**src/rtl/tt_trng_pkg.sv**
```systemverilog
// Shared types and defaults for the inverter-ring TRNG controller.
package tt_trng_pkg;

  // Controller FSM states; also exported on the debug port.
  typedef enum logic [2:0] {
    ST_IDLE    = 3'd0,
    ST_WARMUP  = 3'd1,
    ST_COLLECT = 3'd2,
    ST_HOLD    = 3'd3,
    ST_FAULT   = 3'd4
  } trng_state_t;

  localparam int DEF_WORD_W        = 8;
  localparam int DEF_WARMUP_CYCLES = 64;
  localparam int DEF_SAMPLE_DIV    = 4;
  localparam int DEF_REP_LIMIT     = 16;

  // Width of a counter that runs 0..n-1; never narrower than one bit.
  function automatic int cnt_w(input int n);
    return (n <= 1) ? 1 : $clog2(n);
  endfunction

endpackage

```
**src/rtl/tt_trng_if.sv**
```systemverilog
// Random-word delivery channel between the controller and its consumer.
//
// Handshake: the master raises rnd_valid with rnd_data and keeps both stable
// until a rising clk edge sees rnd_valid && rnd_ready; that edge is the
// transfer. rnd_ready may be driven freely and may depend on rnd_valid; the
// master never waits for rnd_ready before raising rnd_valid.
interface tt_trng_if
  import tt_trng_pkg::*;
#(
  parameter int WORD_W = DEF_WORD_W
);

  logic [WORD_W-1:0] rnd_data;
  logic              rnd_valid;
  logic              rnd_ready;

  modport master (
    output rnd_data,
    output rnd_valid,
    input  rnd_ready
  );

  modport slave (
    input  rnd_data,
    input  rnd_valid,
    output rnd_ready
  );

endinterface

```
**src/rtl/tt_trng_reptest.sv**
```systemverilog
// Repetition-count health test on the decimated raw bit stream.
// fail is a look-ahead: it is high on the sample that brings the run of
// identical bits up to REP_LIMIT, so the controller can react on that edge.
module tt_trng_reptest
  import tt_trng_pkg::*;
#(
  parameter int REP_LIMIT = DEF_REP_LIMIT
) (
  input  logic clk,
  input  logic rst,
  input  logic clr,
  input  logic sample_en,
  input  logic bit_in,
  output logic fail
);

  localparam int RUN_W = $clog2(REP_LIMIT + 1);
  localparam logic [RUN_W-1:0] RUN_MAX = RUN_W'(REP_LIMIT);
  localparam logic [RUN_W-1:0] RUN_PRE = RUN_W'(REP_LIMIT - 1);

  logic             last_bit;
  logic [RUN_W-1:0] run_cnt;
  logic             repeat_hit;

  // A zero run means no sample has been seen since the last clear.
  assign repeat_hit = (run_cnt != '0) && (bit_in == last_bit);
  assign fail       = sample_en && repeat_hit && (run_cnt >= RUN_PRE);

  // Track the last sample and a saturating count of identical samples.
  always_ff @(posedge clk) begin
    if (rst || clr) begin
      last_bit <= 1'b0;
      run_cnt  <= '0;
    end else if (sample_en) begin
      last_bit <= bit_in;
      if (!repeat_hit) begin
        run_cnt <= RUN_W'(1);
      end else if (run_cnt != RUN_MAX) begin
        run_cnt <= run_cnt + RUN_W'(1);
      end
    end
  end

endmodule

```
**src/rtl/tt_trng_ctrl.sv**
```systemverilog
// Sequencing controller for the inverter-ring entropy source: gates the
// rings, waits out warm-up, decimates and packs raw bits into words, runs the
// repetition health test and hands words out over a valid/ready channel.
module tt_trng_ctrl
  import tt_trng_pkg::*;
#(
  parameter int WORD_W        = DEF_WORD_W,
  parameter int WARMUP_CYCLES = DEF_WARMUP_CYCLES,
  parameter int SAMPLE_DIV    = DEF_SAMPLE_DIV,
  parameter int REP_LIMIT     = DEF_REP_LIMIT
) (
  input  logic             clk,
  input  logic             rst,
  input  logic             enable,
  input  logic             raw_bit,
  output logic             ring_start,
  output logic             fault,
  input  logic             clear_fault,
  tt_trng_if.master        rnd,
  output trng_state_t      dbg_state
);

  localparam int WU_W  = cnt_w(WARMUP_CYCLES);
  localparam int DIV_W = cnt_w(SAMPLE_DIV);
  localparam int BIT_W = cnt_w(WORD_W);

  localparam logic [WU_W-1:0]  WU_LAST  = WU_W'(WARMUP_CYCLES - 1);
  localparam logic [DIV_W-1:0] DIV_LAST = DIV_W'(SAMPLE_DIV - 1);
  localparam logic [BIT_W-1:0] BIT_LAST = BIT_W'(WORD_W - 1);

  trng_state_t       state, state_next;
  logic [WU_W-1:0]   wu_cnt;
  logic [DIV_W-1:0]  div_cnt;
  logic [BIT_W-1:0]  bit_cnt;
  logic [WORD_W-2:0] shreg;
  logic [WORD_W-1:0] shreg_next;
  logic [WORD_W-1:0] data_q;
  logic              valid_q;
  logic              ring_q;
  logic              fault_q;
  logic              sample_en;
  logic              word_done;
  logic              fresh;
  logic              rep_fail;

  // Bits collected so far plus the incoming one; MSB is the oldest sample.
  assign shreg_next = {shreg, raw_bit};

  // Entering COLLECT from anywhere starts a brand-new word.
  assign fresh = (state_next == ST_COLLECT) && (state != ST_COLLECT);

  tt_trng_reptest #(
    .REP_LIMIT (REP_LIMIT)
  ) u_reptest (
    .clk       (clk),
    .rst       (rst),
    .clr       (fresh),
    .sample_en (sample_en),
    .bit_in    (raw_bit),
    .fail      (rep_fail)
  );

  // State register.
  always_ff @(posedge clk) begin
    if (rst) begin
      state <= ST_IDLE;
    end else begin
      state <= state_next;
    end
  end

  // Next-state and per-cycle strobes; dropping enable aborts before sampling,
  // and a health failure outranks completing the word.
  always_comb begin
    state_next = state;
    sample_en  = 1'b0;
    word_done  = 1'b0;
    case (state)
      ST_IDLE: begin
        if (enable) state_next = ST_WARMUP;
      end
      ST_WARMUP: begin
        if (!enable)               state_next = ST_IDLE;
        else if (wu_cnt == WU_LAST) state_next = ST_COLLECT;
      end
      ST_COLLECT: begin
        if (!enable) begin
          state_next = ST_IDLE;
        end else if (div_cnt == DIV_LAST) begin
          sample_en = 1'b1;
          if (rep_fail) begin
            state_next = ST_FAULT;
          end else if (bit_cnt == BIT_LAST) begin
            word_done  = 1'b1;
            state_next = ST_HOLD;
          end
        end
      end
      ST_HOLD: begin
        if (!enable)            state_next = ST_IDLE;
        else if (rnd.rnd_ready) state_next = ST_COLLECT;
      end
      ST_FAULT: begin
        if (clear_fault) state_next = ST_IDLE;
      end
      default: state_next = ST_IDLE;
    endcase
  end

  // Counters, shift register and registered outputs.
  always_ff @(posedge clk) begin
    if (rst) begin
      wu_cnt  <= '0;
      div_cnt <= '0;
      bit_cnt <= '0;
      shreg   <= '0;
      data_q  <= '0;
      valid_q <= 1'b0;
      ring_q  <= 1'b0;
      fault_q <= 1'b0;
    end else begin
      ring_q  <= state_next inside {ST_WARMUP, ST_COLLECT, ST_HOLD};
      valid_q <= (state_next == ST_HOLD);
      fault_q <= (state_next == ST_FAULT);

      if (state == ST_IDLE)        wu_cnt <= '0;
      else if (state == ST_WARMUP) wu_cnt <= wu_cnt + WU_W'(1);

      if (fresh) begin
        div_cnt <= '0;
        bit_cnt <= '0;
        shreg   <= '0;
      end else if (state == ST_COLLECT) begin
        div_cnt <= (div_cnt == DIV_LAST) ? '0 : div_cnt + DIV_W'(1);
        if (sample_en) begin
          shreg   <= shreg_next[WORD_W-2:0];
          bit_cnt <= bit_cnt + BIT_W'(1);
        end
      end

      if (word_done) data_q <= shreg_next;
    end
  end

  assign ring_start    = ring_q;
  assign fault         = fault_q;
  assign rnd.rnd_data  = data_q;
  assign rnd.rnd_valid = valid_q;
  assign dbg_state     = state;

endmodule

```
**src/flat_wrapper.sv**
```systemverilog
// flat-port wrapper written by rule: the top's interface ports become plain ports
module tt_trng_ctrl_flat import tt_trng_pkg::*;
#(
  parameter int WORD_W        = DEF_WORD_W,
  parameter int WARMUP_CYCLES = DEF_WARMUP_CYCLES,
  parameter int SAMPLE_DIV    = DEF_SAMPLE_DIV,
  parameter int REP_LIMIT     = DEF_REP_LIMIT
)
  (clk, rst, enable, raw_bit, ring_start, fault, clear_fault, dbg_state, rnd_rnd_data, rnd_rnd_valid, rnd_rnd_ready);
  tt_trng_if #(.WORD_W(WORD_W)) rnd_i ();
  input  logic clk;
  input  logic rst;
  input  logic enable;
  input  logic raw_bit;
  output logic ring_start;
  output logic fault;
  input  logic clear_fault;
  output trng_state_t dbg_state;
  output wire logic [$bits(rnd_i.rnd_data)-1:0] rnd_rnd_data;
  output wire logic [$bits(rnd_i.rnd_valid)-1:0] rnd_rnd_valid;
  input wire logic [$bits(rnd_i.rnd_ready)-1:0] rnd_rnd_ready;
  assign rnd_rnd_data = rnd_i.rnd_data;
  assign rnd_rnd_valid = rnd_i.rnd_valid;
  assign rnd_i.rnd_ready = rnd_rnd_ready;
  tt_trng_ctrl #(.WORD_W(WORD_W), .WARMUP_CYCLES(WARMUP_CYCLES), .SAMPLE_DIV(SAMPLE_DIV), .REP_LIMIT(REP_LIMIT)) u_core (.clk(clk), .rst(rst), .enable(enable), .raw_bit(raw_bit), .ring_start(ring_start), .fault(fault), .clear_fault(clear_fault), .rnd(rnd_i), .dbg_state(dbg_state));
endmodule
```
**config.mk**
```make
export PLATFORM = sky130hd
export DESIGN_NAME = tt_trng_ctrl_flat
export DESIGN_NICKNAME = d
export VERILOG_FILES = /design/src/rtl/tt_trng_pkg.sv /design/src/rtl/tt_trng_if.sv /design/src/rtl/tt_trng_reptest.sv /design/src/rtl/tt_trng_ctrl.sv /design/src/flat_wrapper.sv
export SDC_FILE = /design/constraint.sdc
export NUM_CORES = 1
export LEC_CHECK = 0
export CORE_AREA = 3 3 60 62
export CTS_CLUSTER_DIAMETER = 100
export DETAILED_ROUTE_END_ITERATION = 16
export DIE_AREA = 0 0 63 65
export PLACE_DENSITY_LB_ADDON = 0.3
export SYNTH_ARGS = -nofsm -noshare
export SYNTH_HDL_FRONTEND = slang
export SYNTH_SLANG_ARGS = --single-unit
export TNS_END_PERCENT = 5
```
**constraint.sdc**
```tcl
create_clock -name clk -period 2.03 [get_ports clk]
set_input_delay 0.406 -clock clk [delete_from_list [all_inputs] [get_ports clk]]
set_output_delay 0.406 -clock clk [all_outputs]
set_load 0.03 [all_outputs]
```
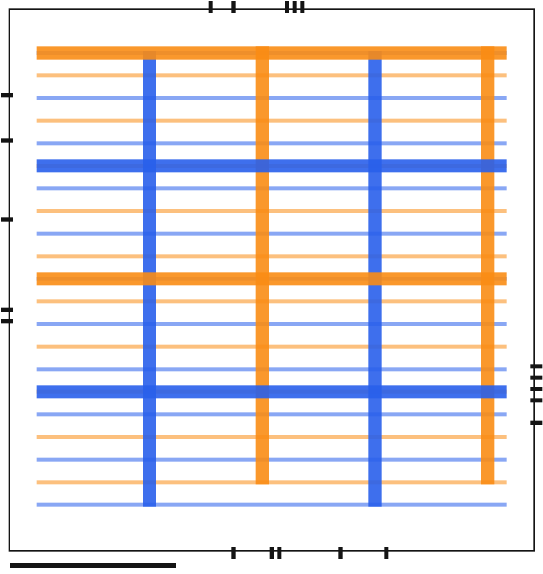
Fig. 1. Power grid.
The bar under the picture is 20 um long. Pins as bars on the die edge.
VDD: drawn in orange. VSS: drawn in blue.
20 signal pins sit on the boundary. 21 met1 rails follow the rows.

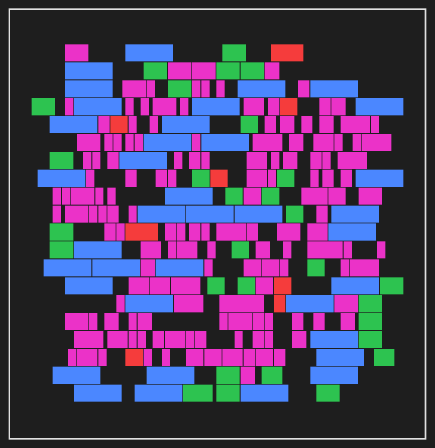
Fig. 2. Cells colored by class.
clock drivers and dummy loads: drawn in red, cells 8. remaining buffers and delay cells: drawn in green, cells 29. registers: drawn in blue, cells 37. remaining logic cells: drawn in magenta, cells 147.

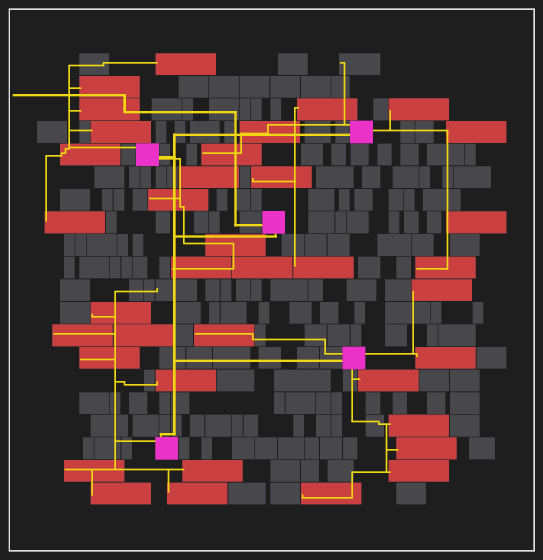
Fig. 3. Clock distribution.
clock wires: drawn in yellow, length 467 um. clock-net drivers: drawn in magenta, count 5. flip-flops: drawn in red, count 37.
There are 6 routed clock nets.

==> results.sh <==
# yosys + openroad results
export IMPL_status="finished, final reports clean"
export IMPL_wirelength_um=3350
export IMPL_largest_reg_flops=8
export IMPL_cpMostUsedCell="ha_1"
export IMPL_post_cts_resized=3
export IMPL_grt_util_met3_pct=6.76
export IMPL_edf_count=0
export IMPL_cts_tree="yes"
export IMPL_area_leaders="dfxtp_1 44%, nand2_1 9.3%, mux2i_1 6.5%"
export IMPL_logic_gates=142
export IMPL_yosys_cells=191
export IMPL_core_area_um2=3080
export IMPL_setup_ws_ns=0.154
export IMPL_internal_power_w=0.000957
export IMPL_layout_drive_gt1_share_pct=11.3
export IMPL_yosysTopAreaCellShare_pct=43.9
export IMPL_ctsHoldBuffers=0
export IMPL_maxPowerGroup="sequential cells"
export IMPL_netlist_top_cells_count="42 x nand2_1, 37 x dfxtp_1, 16 x a21oi_1, 14 x nor2_1, 11 x mux2i_1"
export IMPL_placed_cells=257
export IMPL_ff_count=37
export IMPL_rr_startpoint="u_core.u_reptest.run_cnt[0]"
export IMPL_critical_path_class="reg -> reg"
export IMPL_max_freq_mhz=533
export IMPL_design_area_um2=2040
export IMPL_largest_class="multi-input combinational cells"
export IMPL_synthMuxAreaShare_pct=6.53
export IMPL_comb_cell_share_pct=43.6
export IMPL_synth_flops=37
export IMPL_dr_wl_met3_um=171
export IMPL_io_pins=20
export IMPL_critical_path_max_stage_delay_ns=0.37
export IMPL_grt_antenna_before_repair=0
export IMPL_use_met2_pct=31.2
export IMPL_gp_congestion=0.827
export IMPL_placed_cell_area_um2=1960
export IMPL_required_ns=2.31
export IMPL_avgSynthCellArea_um2=8.83
export IMPL_num_vias=1362
export IMPL_grt_pass1_vias=1338
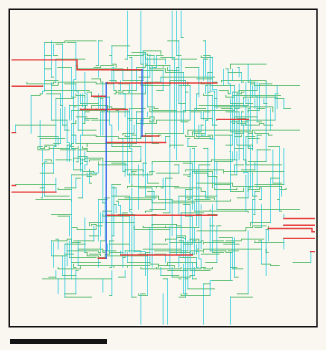
Fig. 4. Metal layers overlaid.
The bar under the picture is 20 um long.
M3: drawn in red, wire length 172 um. M1: drawn in green, wire length 1500 um. M4: drawn in blue, wire length 49.6 um. M2: drawn in cyan, wire length 1630 um.

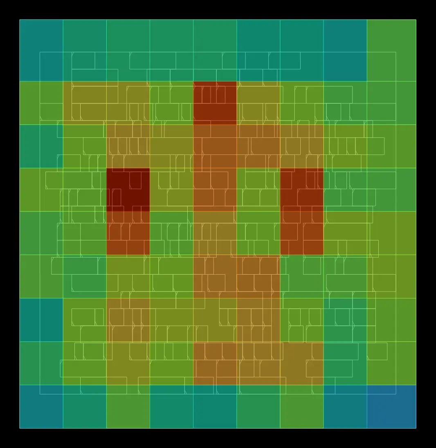
Fig. 5. Congestion heat map.
busiest layer in global routing: met2
All-Layer GR Usage: 18.5%
WL/cell: 12.6 um
met1 layer usage reported by global route: 21.1%

